### Clock wiring as the flow saved it, run 1

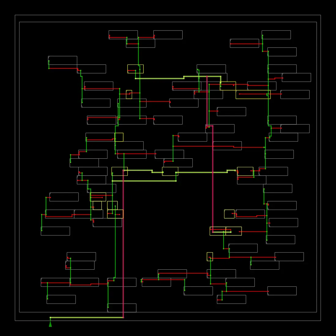
### Cells coloured by class, run 1

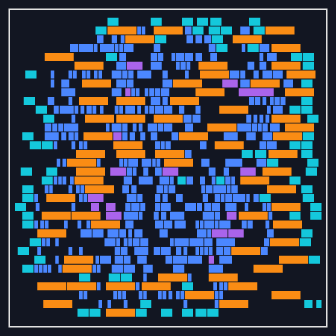
### Clock network drawn from the DEF, run 1

Bar = 20 um.
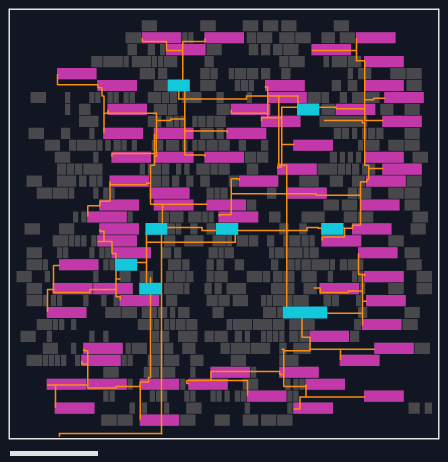
<file path="src/rtl/acc_row_sequencer_pkg.sv">
// acc_seq_pkg: shared sizes, state/phase encodings and strobe decode for the row sequencer
package acc_seq_pkg;
    localparam int NUM_ROW = 46;
    localparam int ROW_W = $clog2(NUM_ROW);
    localparam int PH_W = 4;
    localparam int SWEEP_W = 16;
    localparam logic [ROW_W-1:0] LAST_ROW = ROW_W'(NUM_ROW - 1);

    typedef enum logic [2:0] {
        ST_IDLE  = 3'd0,
        ST_SPLIT = 3'd1,
        ST_COMP1 = 3'd2,
        ST_COMP2 = 3'd3,
        ST_ADD   = 3'd4,
        ST_SAVE  = 3'd5,
        ST_CAL   = 3'd6
    } state_e;

    typedef enum logic [2:0] {
        PH_SPLIT = 3'd0,
        PH_COMP1 = 3'd1,
        PH_COMP2 = 3'd2,
        PH_ADD   = 3'd3,
        PH_SAVE  = 3'd4
    } phase_e;

    typedef struct packed {
        logic step;
        logic split;
        logic comp;
        logic add_weight;
        logic save;
        logic prechargeb;
        logic cal_h;
    } strobe_t;

    function automatic phase_e phase_of(input state_e s);
        return phase_e'(3'(s - 3'd1));
    endfunction

    function automatic strobe_t decode_strobes(input state_e s);
        strobe_t r;
        r.step       = s inside {ST_SPLIT, ST_COMP1};
        r.split      = s inside {ST_SPLIT, ST_COMP1, ST_COMP2, ST_ADD, ST_SAVE};
        r.comp       = s inside {ST_COMP1, ST_COMP2};
        r.add_weight = s == ST_ADD;
        r.save       = s == ST_SAVE;
        r.prechargeb = s inside {ST_SPLIT, ST_COMP1, ST_COMP2, ST_ADD};
        r.cal_h      = s == ST_CAL;
        return r;
    endfunction
endpackage

</file>
<file path="src/rtl/acc_row_sequencer_timer.sv">
// acc_phase_timer: counts cycles within a phase, terminal count at max(len,1)-1
module acc_phase_timer
    import acc_seq_pkg::*;
(
    input  logic            clk,
    input  logic            resetb,
    input  logic            clear,
    input  logic [PH_W-1:0] len,
    output logic            tc
);
    logic [PH_W-1:0] cnt;
    logic [PH_W-1:0] last;

    assign last = (len == '0) ? '0 : len - 1'b1;
    assign tc   = cnt == last;

    // restart at every phase boundary or while parked
    always_ff @(posedge clk or negedge resetb)
        if (!resetb) cnt <= '0;
        else         cnt <= (clear || tc) ? '0 : cnt + 1'b1;
endmodule

</file>
<file path="src/rtl/acc_row_sequencer.sv">
// acc_row_sequencer: steps the array through a row window, five timed phases per row
module acc_row_sequencer
    import acc_seq_pkg::*;
(
    input  logic               clk,
    input  logic               resetb,
    input  logic               start,
    input  logic               abort,
    input  logic               stop,
    input  logic               cal_done,
    input  logic               continuous,
    input  logic               address_enable,
    input  logic [ROW_W-1:0]   row_start,
    input  logic [ROW_W-1:0]   row_end,
    input  logic [PH_W-1:0]    len_split,
    input  logic [PH_W-1:0]    len_comp1,
    input  logic [PH_W-1:0]    len_comp2,
    input  logic [PH_W-1:0]    len_add,
    input  logic [PH_W-1:0]    len_save,
    output logic [ROW_W-1:0]   row_number,
    output logic               step,
    output logic               split,
    output logic               comp,
    output logic               add_weight,
    output logic               save,
    output logic               prechargeb,
    output logic               cal_H,
    output logic               stop_out,
    output logic               row_done,
    output logic               sweep_done,
    output logic               cfg_err,
    output logic [SWEEP_W-1:0] sweep_cnt,
    output logic [2:0]         state
);
    state_e               ps, ns;
    strobe_t              stb;
    logic [ROW_W-1:0]     row, sh_start, sh_end;
    logic [4:0][PH_W-1:0] sh_len;
    logic                 sh_cont, stop_pend, tc;
    logic                 active, win_ok, start_ok, eos, stop_now, last_row;
    logic [PH_W-1:0]      len_cur;

    assign active   = ps inside {ST_SPLIT, ST_COMP1, ST_COMP2, ST_ADD, ST_SAVE};
    assign win_ok   = (row_end >= row_start) && (row_end <= LAST_ROW);
    assign start_ok = ps == ST_IDLE && start && !abort && win_ok;
    assign eos      = ps == ST_SAVE && tc && !abort;
    assign stop_now = stop_pend || stop;
    assign last_row = row == sh_end;
    assign len_cur  = active ? sh_len[phase_of(ps)] : '0;

    assign row_done   = eos;
    assign stop_out   = eos && stop_now;
    assign sweep_done = eos && !stop_now && last_row;
    assign cfg_err    = ps == ST_IDLE && start && !abort && !win_ok;
    assign row_number = address_enable ? row : '0;
    assign state      = ps;
    assign {step, split, comp, add_weight, save, prechargeb, cal_H} = stb;

    acc_phase_timer u_timer (
        .clk    (clk),
        .resetb (resetb),
        .clear  (!active || abort),
        .len    (len_cur),
        .tc     (tc)
    );

    // next state: abort wins, phases advance on terminal count, SAVE picks the row boundary action
    always_comb begin
        ns = ps;
        if (abort)                ns = ST_IDLE;
        else if (ps == ST_IDLE)   ns = start_ok ? ST_SPLIT : ST_IDLE;
        else if (ps == ST_CAL)    ns = cal_done ? ST_IDLE : ST_CAL;
        else if (tc)              ns = ps != ST_SAVE ? state_e'(ps + 3'd1) :
                                       stop_now ? ST_CAL :
                                       (last_row && !sh_cont) ? ST_IDLE : ST_SPLIT;
    end

    // state, registered strobes, shadow config, row/sweep counters and pending stop
    always_ff @(posedge clk or negedge resetb)
        if (!resetb) begin
            ps        <= ST_IDLE;
            stb       <= '0;
            row       <= '0;
            sh_start  <= '0;
            sh_end    <= '0;
            sh_len    <= '0;
            sh_cont   <= 1'b0;
            stop_pend <= 1'b0;
            sweep_cnt <= '0;
        end else begin
            ps        <= ns;
            stb       <= decode_strobes(ns);
            stop_pend <= !abort && !eos && (stop_pend || (active && stop));
            sweep_cnt <= sweep_cnt + SWEEP_W'(sweep_done);
            row       <= ns == ST_IDLE ? '0 :
                         start_ok ? row_start :
                         (eos && ns == ST_SPLIT) ? (last_row ? sh_start : row + 1'b1) : row;
            if (start_ok) begin
                sh_start <= row_start;
                sh_end   <= row_end;
                sh_len   <= {len_save, len_add, len_comp2, len_comp1, len_split};
                sh_cont  <= continuous;
            end
        end
endmodule
</file>
<file path="config.mk">
export PLATFORM = sky130hd
export DESIGN_NAME = acc_row_sequencer
export DESIGN_NICKNAME = d
export VERILOG_FILES = /design/src/rtl/acc_row_sequencer_pkg.sv /design/src/rtl/acc_row_sequencer_timer.sv /design/src/rtl/acc_row_sequencer.sv
export SDC_FILE = /design/constraint.sdc
export NUM_CORES = 1
export LEC_CHECK = 0
export CORE_MARGIN = 1
export CORE_UTILIZATION = 42
export DETAILED_ROUTE_END_ITERATION = 8
export PLACE_DENSITY = 0.66
export SLEW_MARGIN = 20
export SYNTH_ARGS = -nofsm -noshare
export SYNTH_HDL_FRONTEND = slang
export SYNTH_SLANG_ARGS = --single-unit
</file>
<file path="constraint.sdc">
create_clock -name clk -period 5.6 [get_ports clk]
set_input_delay 0.56 -clock clk [delete_from_list [all_inputs] [get_ports clk]]
set_output_delay 0.56 -clock clk [all_outputs]
set_load 0.01 [all_outputs]
</file>
==> results_dict.tcl, run 1 <==
# metrics dict for downstream scripts
set metrics [dict create \
    cap_violations 0 \
    pg_comb_uw 868 \
    critPathBufInv 2 \
    power-top-group "combinational cells" \
    pre_cts_ws_ns 0.653 \
    status "complete, no violations" \
    synth_cells 425 \
    setup_violations 0 \
    dieArea_um2 9490 \
    cts_resized 0 \
    grt_pass1_wl_um 15400 \
    drt-initial-drc-count 192 \
    seq_area_frac 0.361 \
    clk_share 0.0405 \
    ys_sh_mux 0.0317 \
    seqCellArea_um2 1750 \
    core_um2 8760 \
    clk_pin_slew_ns 0.08 \
    io_pins 76 \
    synthFlopType "dfrtp_1" \
    aoi_share 0.125 \
    topRoutingLayerUsed "met4" \
    switching_share 0.407 \
    combAreaFraction 0.402 \
    drive_gt1_frac 0.0675 \
    synth-edff-count 0 \
    diodes 0 \
    yosysTopAreaCell "dfrtp_1" \
    ys_cells 425 \
    ir_drop_mv 0.182 \
    busiest_layer "met2" \
    grt_use_met2 0.315 \
    rr_startpoint "state[0]" \
    fmax_ghz 0.198 \
    die_x_um 97.4 \
    largest_reg_flops 20 \
    ys_types 52 \
    p_total_uw 2010 \
    wl_per_cell_um 14.4 \
    grt_max_degree 71 \
    ys_sh_simple 0.242 \
    fp-utilization 0.436 \
    htreeDepth 3 \
    inverters 14 \
    cp.depth 13 \
    path_cells "inv_1, ha_1, ha_1, mux2i_1, o22ai_1, a21oi_2, and3_1, a32oi_1, nor3b_2, nand2_2, nor3_1, nor4b_2, clkdlybuf4s50_1" \
    leakagePower_uw 0.00223 \
    ys.warnings.count 0 \
    yosysTopAreaCellShare 0.458 \
    io_buffers 75 \
    cp_max_fo 16 \
    crit_start "state[0]" \
    dr.pass1.iters 4 \
    log.warning_count 29 \
    hold_ws_ns 0.393 \
    met3_usage 0.0417 \
    power_frac_comb 0.431 \
    p_per_area_nw_per_um2 415 \
    fin_crit_sh 0.903 \
    crit_family "simple AND/OR/NAND/NOR gates" \
    slew_headroom 0.424 \
    ys_chip_area_um2 3820 \
    syn_nets 480 \
    top_cells_by_count "nand2_1 (105), dfrtp_1 (70), nor2_1 (28), o21ai_0 (20), nand3_1 (19)" \
    logic_family "simple AND/OR/NAND/NOR gates" \
]
-- 'Clock wiring as the flow saved it' (at the start) --
CTS buffer count: 9
Layout clock buffers: 9
Clock group: 406 uW

-- 'Cells coloured by class' (at the start) --
[cyan] other buffers and delay cells | cells: 78 | share of their area: 16%
[orange] flip-flops | cells: 70 | share of their area: 37%
[purple] clock drivers and dummy loads | cells: 16 | share of their area: 4.2%
[blue] all other logic | cells: 340 | share of their area: 42%
Finished Core Util: 0.554
row count: 34

-- 'Clock network drawn from the DEF' (at the start) --
[magenta] flip-flops | count: 70
[cyan] cells driving clock nets | count: 9
[orange] clock wires | length: 902 um
flops lie: spread over the die
clock power share: 0.202
clk_skew: 0.0152 ns
Late-Pin Clk Latency: 0.35 ns

==> run 2: changes to the inputs <==
--- a/config.mk
+++ b/config.mk
@@ -6,9 +6,9 @@
 export NUM_CORES = 1
 export LEC_CHECK = 0
 export CORE_MARGIN = 1
-export CORE_UTILIZATION = 42
+export CORE_UTILIZATION = 40
 export DETAILED_ROUTE_END_ITERATION = 8
-export PLACE_DENSITY = 0.66
+export PLACE_DENSITY = 0.64
 export SLEW_MARGIN = 20
 export SYNTH_ARGS = -nofsm -noshare
 export SYNTH_HDL_FRONTEND = slang
==> run 2 against run 1 <==
Maximum frequency fell by 0.95%. Routed wire length rose by 0.96%. Power rose by 2.6%. Combinational power barely moved. First-iteration DRC count fell by 3.1%. Synthesized area did not move. Worst setup slack got worse by 0.049 ns.
==> results_dict.tcl, run 2 <==
# metrics dict for downstream scripts
set metrics [dict create \
    status "complete, no violations" \
    slew_headroom 0.411 \
    logic_family "simple AND/OR/NAND/NOR gates" \
    mostFrequentLayoutCell "nand2_1" \
    crit_start "state[0]" \
    crit_family "simple AND/OR/NAND/NOR gates" \
    switching_share 0.396 \
    power_frac_comb 0.419 \
    power-top-group "combinational cells" \
    grt_max_degree 71 \
    fp-utilization 0.414 \
    htreeDepth 3 \
    ys_sh_simple 0.242 \
    fmax_ghz 0.196 \
    cts_resized 0 \
    fin_worst_skew_ns 0.0120 \
    path_cells "inv_1, ha_1, ha_1, mux2i_1, o22ai_1, a21oi_2, and3_1, a32oi_1, nor3b_2, nand2_2, nor3_1, nor4b_1, clkdlybuf4s50_1" \
    inverters 14 \
    grt_use_met2 0.289 \
    wl_per_cell_um 14.0 \
    dr.pass1.iters 4 \
    p_total_uw 2060 \
    drt-initial-drc-count 186 \
    drive_gt1_frac 0.0655 \
    aoi_share 0.125 \
    fin_crit_sh 0.911 \
    rr_startpoint "state[0]" \
    met3_usage 0.0341 \
    cts-buffers-inserted 9 \
    hold_ws_ns 0.399 \
    topRoutingLayerUsed "met4" \
    log.warning_count 29 \
    insertion_delay_ns 0.35 \
    cp.required_ns 5.04 \
    clk_share 0.0455 \
    cp_max_fo 16 \
    yosysTopAreaCellShare 0.458 \
    ys.warnings.count 0 \
    largest_reg_flops 20 \
    io_buffers 75 \
    ys_types 52 \
    syn_nets 480 \
    combAreaFraction 0.397 \
    leakagePower_uw 0.00225 \
    clock-root-buffer "clkbuf_8" \
    die_x_um 99.8 \
    setup_violations 0 \
    top_regs "sh_len (20), sweep_cnt (16)" \
    ys_sh_mux 0.0317 \
    io_pins 76 \
    p_per_area_nw_per_um2 421 \
    diodes 0 \
    pre_cts_ws_ns 0.628 \
    clkbuf_count 10 \
    ys_cells 425 \
    synth_cells 425 \
    cap_violations 0 \
    seqCellArea_um2 1750 \
    top_cells_by_count "nand2_1 (105), dfrtp_1 (70), nor2_1 (28), o21ai_0 (20), nand3_1 (19)" \
    ys_chip_area_um2 3820 \
    clk_pin_slew_ns 0.08 \
    power_frac_clock 0.222 \
    cp.depth 13 \
    hp-class "input port to asynchronous set/reset pin" \
    pg_comb_uw 865 \
    ir_drop_mv 0.166 \
]
### Cells coloured by class, run 2

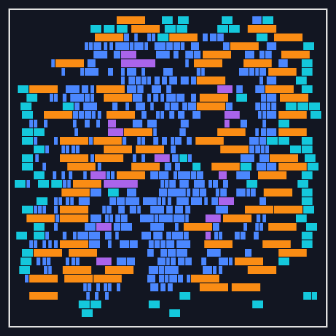
[cyan] other buffers and delay cells | cells: 78 | share of their area: 16%
[purple] clock drivers and dummy loads | cells: 16 | share of their area: 4.7%
[blue] all other logic | cells: 340 | share of their area: 42%
[orange] flip-flops | cells: 70 | share of their area: 37%
Core Area: 9240 um^2
row count: 35
Design Area, Final: 4900 um^2
Finished Core Util: 0.530
fraction of area in registers: 0.358

### M4 wires, run 2

Cells faint in the background.
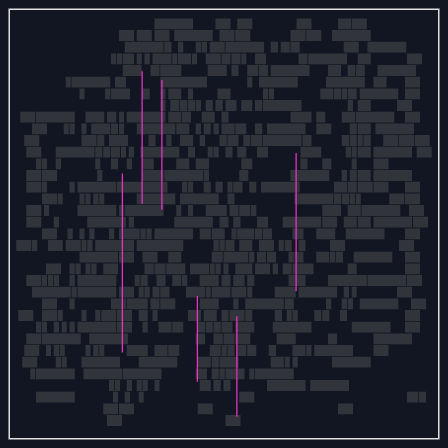
nets with wire on the layer: 4
share of all routed wire: 2.0%
wire length on this layer: 177 um
Vias: 3,229
Routed WL: 8870 um

==> run 3: changes to the inputs <==
--- a/config.mk
+++ b/config.mk
@@ -7,8 +7,10 @@
 export LEC_CHECK = 0
 export CORE_MARGIN = 1
 export CORE_UTILIZATION = 40
+export CTS_BUF_LIST = sky130_fd_sc_hd__clkbuf_8 sky130_fd_sc_hd__clkbuf_16
 export DETAILED_ROUTE_END_ITERATION = 8
 export PLACE_DENSITY = 0.64
+export RECOVER_POWER = 50
 export SLEW_MARGIN = 20
 export SYNTH_ARGS = -nofsm -noshare
 export SYNTH_HDL_FRONTEND = slang
==> run 3 against run 2 <==
The flow now finishes with violations (max-capacitance violations, max-slew violations). Final area barely moved. Critical path depth did not move. Via count did not move. Global-route usage did not move. Clock power barely moved. Die area did not move. Largest power group unchanged. Critical endpoint unchanged. Critical path type unchanged.
==> results_dict.tcl, run 3 <==
# metrics dict for downstream scripts
set metrics [dict create \
    switching_share 0.396 \
    via_count 3229 \
    ys_cells 425 \
    diodes 0 \
    ys_types 52 \
    drive_gt1_frac 0.0635 \
    dieArea_um2 9960 \
    power_frac_comb 0.418 \
    ys.warnings.count 0 \
    hold_ws_ns 0.462 \
    ys_chip_area_um2 3820 \
    ys_sh_mux 0.0317 \
    critPathBufInv 2 \
    fmax_ghz 0.196 \
    crit_start "state[0]" \
    io_buffers 75 \
    power-top-group "combinational cells" \
    r2r_slack_ns 0.72 \
    crit_family "simple AND/OR/NAND/NOR gates" \
    synthFlopType "dfrtp_1" \
    path_cells "inv_1, ha_1, ha_1, mux2i_1, o22ai_1, a21oi_2, and3_1, a32oi_1, nor3b_2, nand2_2, nor3_1, nor4b_1, clkdlybuf4s50_1" \
    synth-edff-count 0 \
    mostFrequentLayoutCell "nand2_1" \
    inverters 14 \
    clock-root-buffer "clkbuf_8" \
    met3_usage 0.0341 \
    insertion_delay_ns 0.35 \
    topRoutingLayerUsed "met4" \
    ir_drop_mv 0.166 \
    powerClk_uw 459 \
    fp-utilization 0.414 \
    rr_startpoint "state[0]" \
    status "finished with violations" \
    logic_family "simple AND/OR/NAND/NOR gates" \
    die_x_um 99.8 \
    pre_cts_ws_ns 0.628 \
    top_regs "sh_len (20), sweep_cnt (16)" \
    violations "max-capacitance violations, max-slew violations" \
    cts_resized 0 \
    leakagePower_uw 0.00230 \
    top_cells_by_count "nand2_1 (105), dfrtp_1 (70), nor2_1 (28), o21ai_0 (20), nand3_1 (19)" \
    ys_sh_simple 0.242 \
    p_total_uw 2060 \
    fin_crit_sh 0.911 \
    aoi_share 0.125 \
    htreeDepth 3 \
    cts-buffers-inserted 9 \
    clkbuf_count 10 \
    cap_violations 1 \
    yosysTopAreaCell "dfrtp_1" \
    busiest_layer "met2" \
    power_frac_clock 0.223 \
    pg_comb_uw 861 \
    grt_use_met2 0.289 \
    grt_max_degree 71 \
    finalMaxSlewViolations 71 \
    grt_pass1_wl_um 14900 \
    cp.required_ns 5.04 \
    cp.depth 13 \
    seqCellArea_um2 1750 \
    clk_pin_slew_ns 0.08 \
    p_per_area_nw_per_um2 421 \
    yosysTopAreaCellShare 0.458 \
    dr.pass1.iters 4 \
    log.warning_count 29 \
    fin_worst_skew_ns 0.0120 \
    row_count 35 \
    clk_share 0.0455 \
    cp_max_fo 16 \
    hp-class "flop to flop" \
    drt-initial-drc-count 186 \
    combAreaFraction 0.397 \
    timing.final.ws_setup_ns 0.496 \
]
### Routed metal per tile, run 3

20 x 20 tiles, from dark blue (low) to red (high), scaled to the fullest tile. Values are wire area over tile area, all layers added.
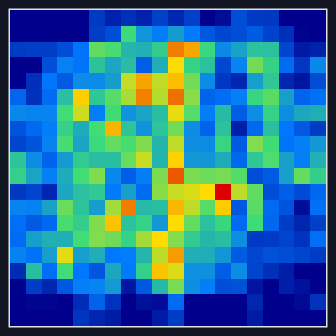
tiles over half the peak: 20%
fullest tile: 0.46
densest ninth of the die: centre
Routed WL: 8860 um
Wirelength per Cell: 14.0 um
Total GRT Usage: 0.191

### Cells coloured by class, run 3

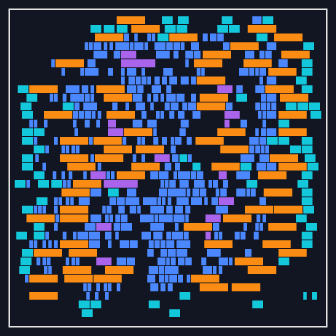
[blue] all other logic | cells: 340 | share of their area: 42%
[purple] clock drivers and dummy loads | cells: 16 | share of their area: 4.7%
[orange] flip-flops | cells: 70 | share of their area: 37%
[cyan] other buffers and delay cells | cells: 78 | share of their area: 16%
Design Area, Final: 4900 um^2
Finished Core Util: 0.530
fraction of area in registers: 0.358

Power is estimated from default activity; no workload was simulated.
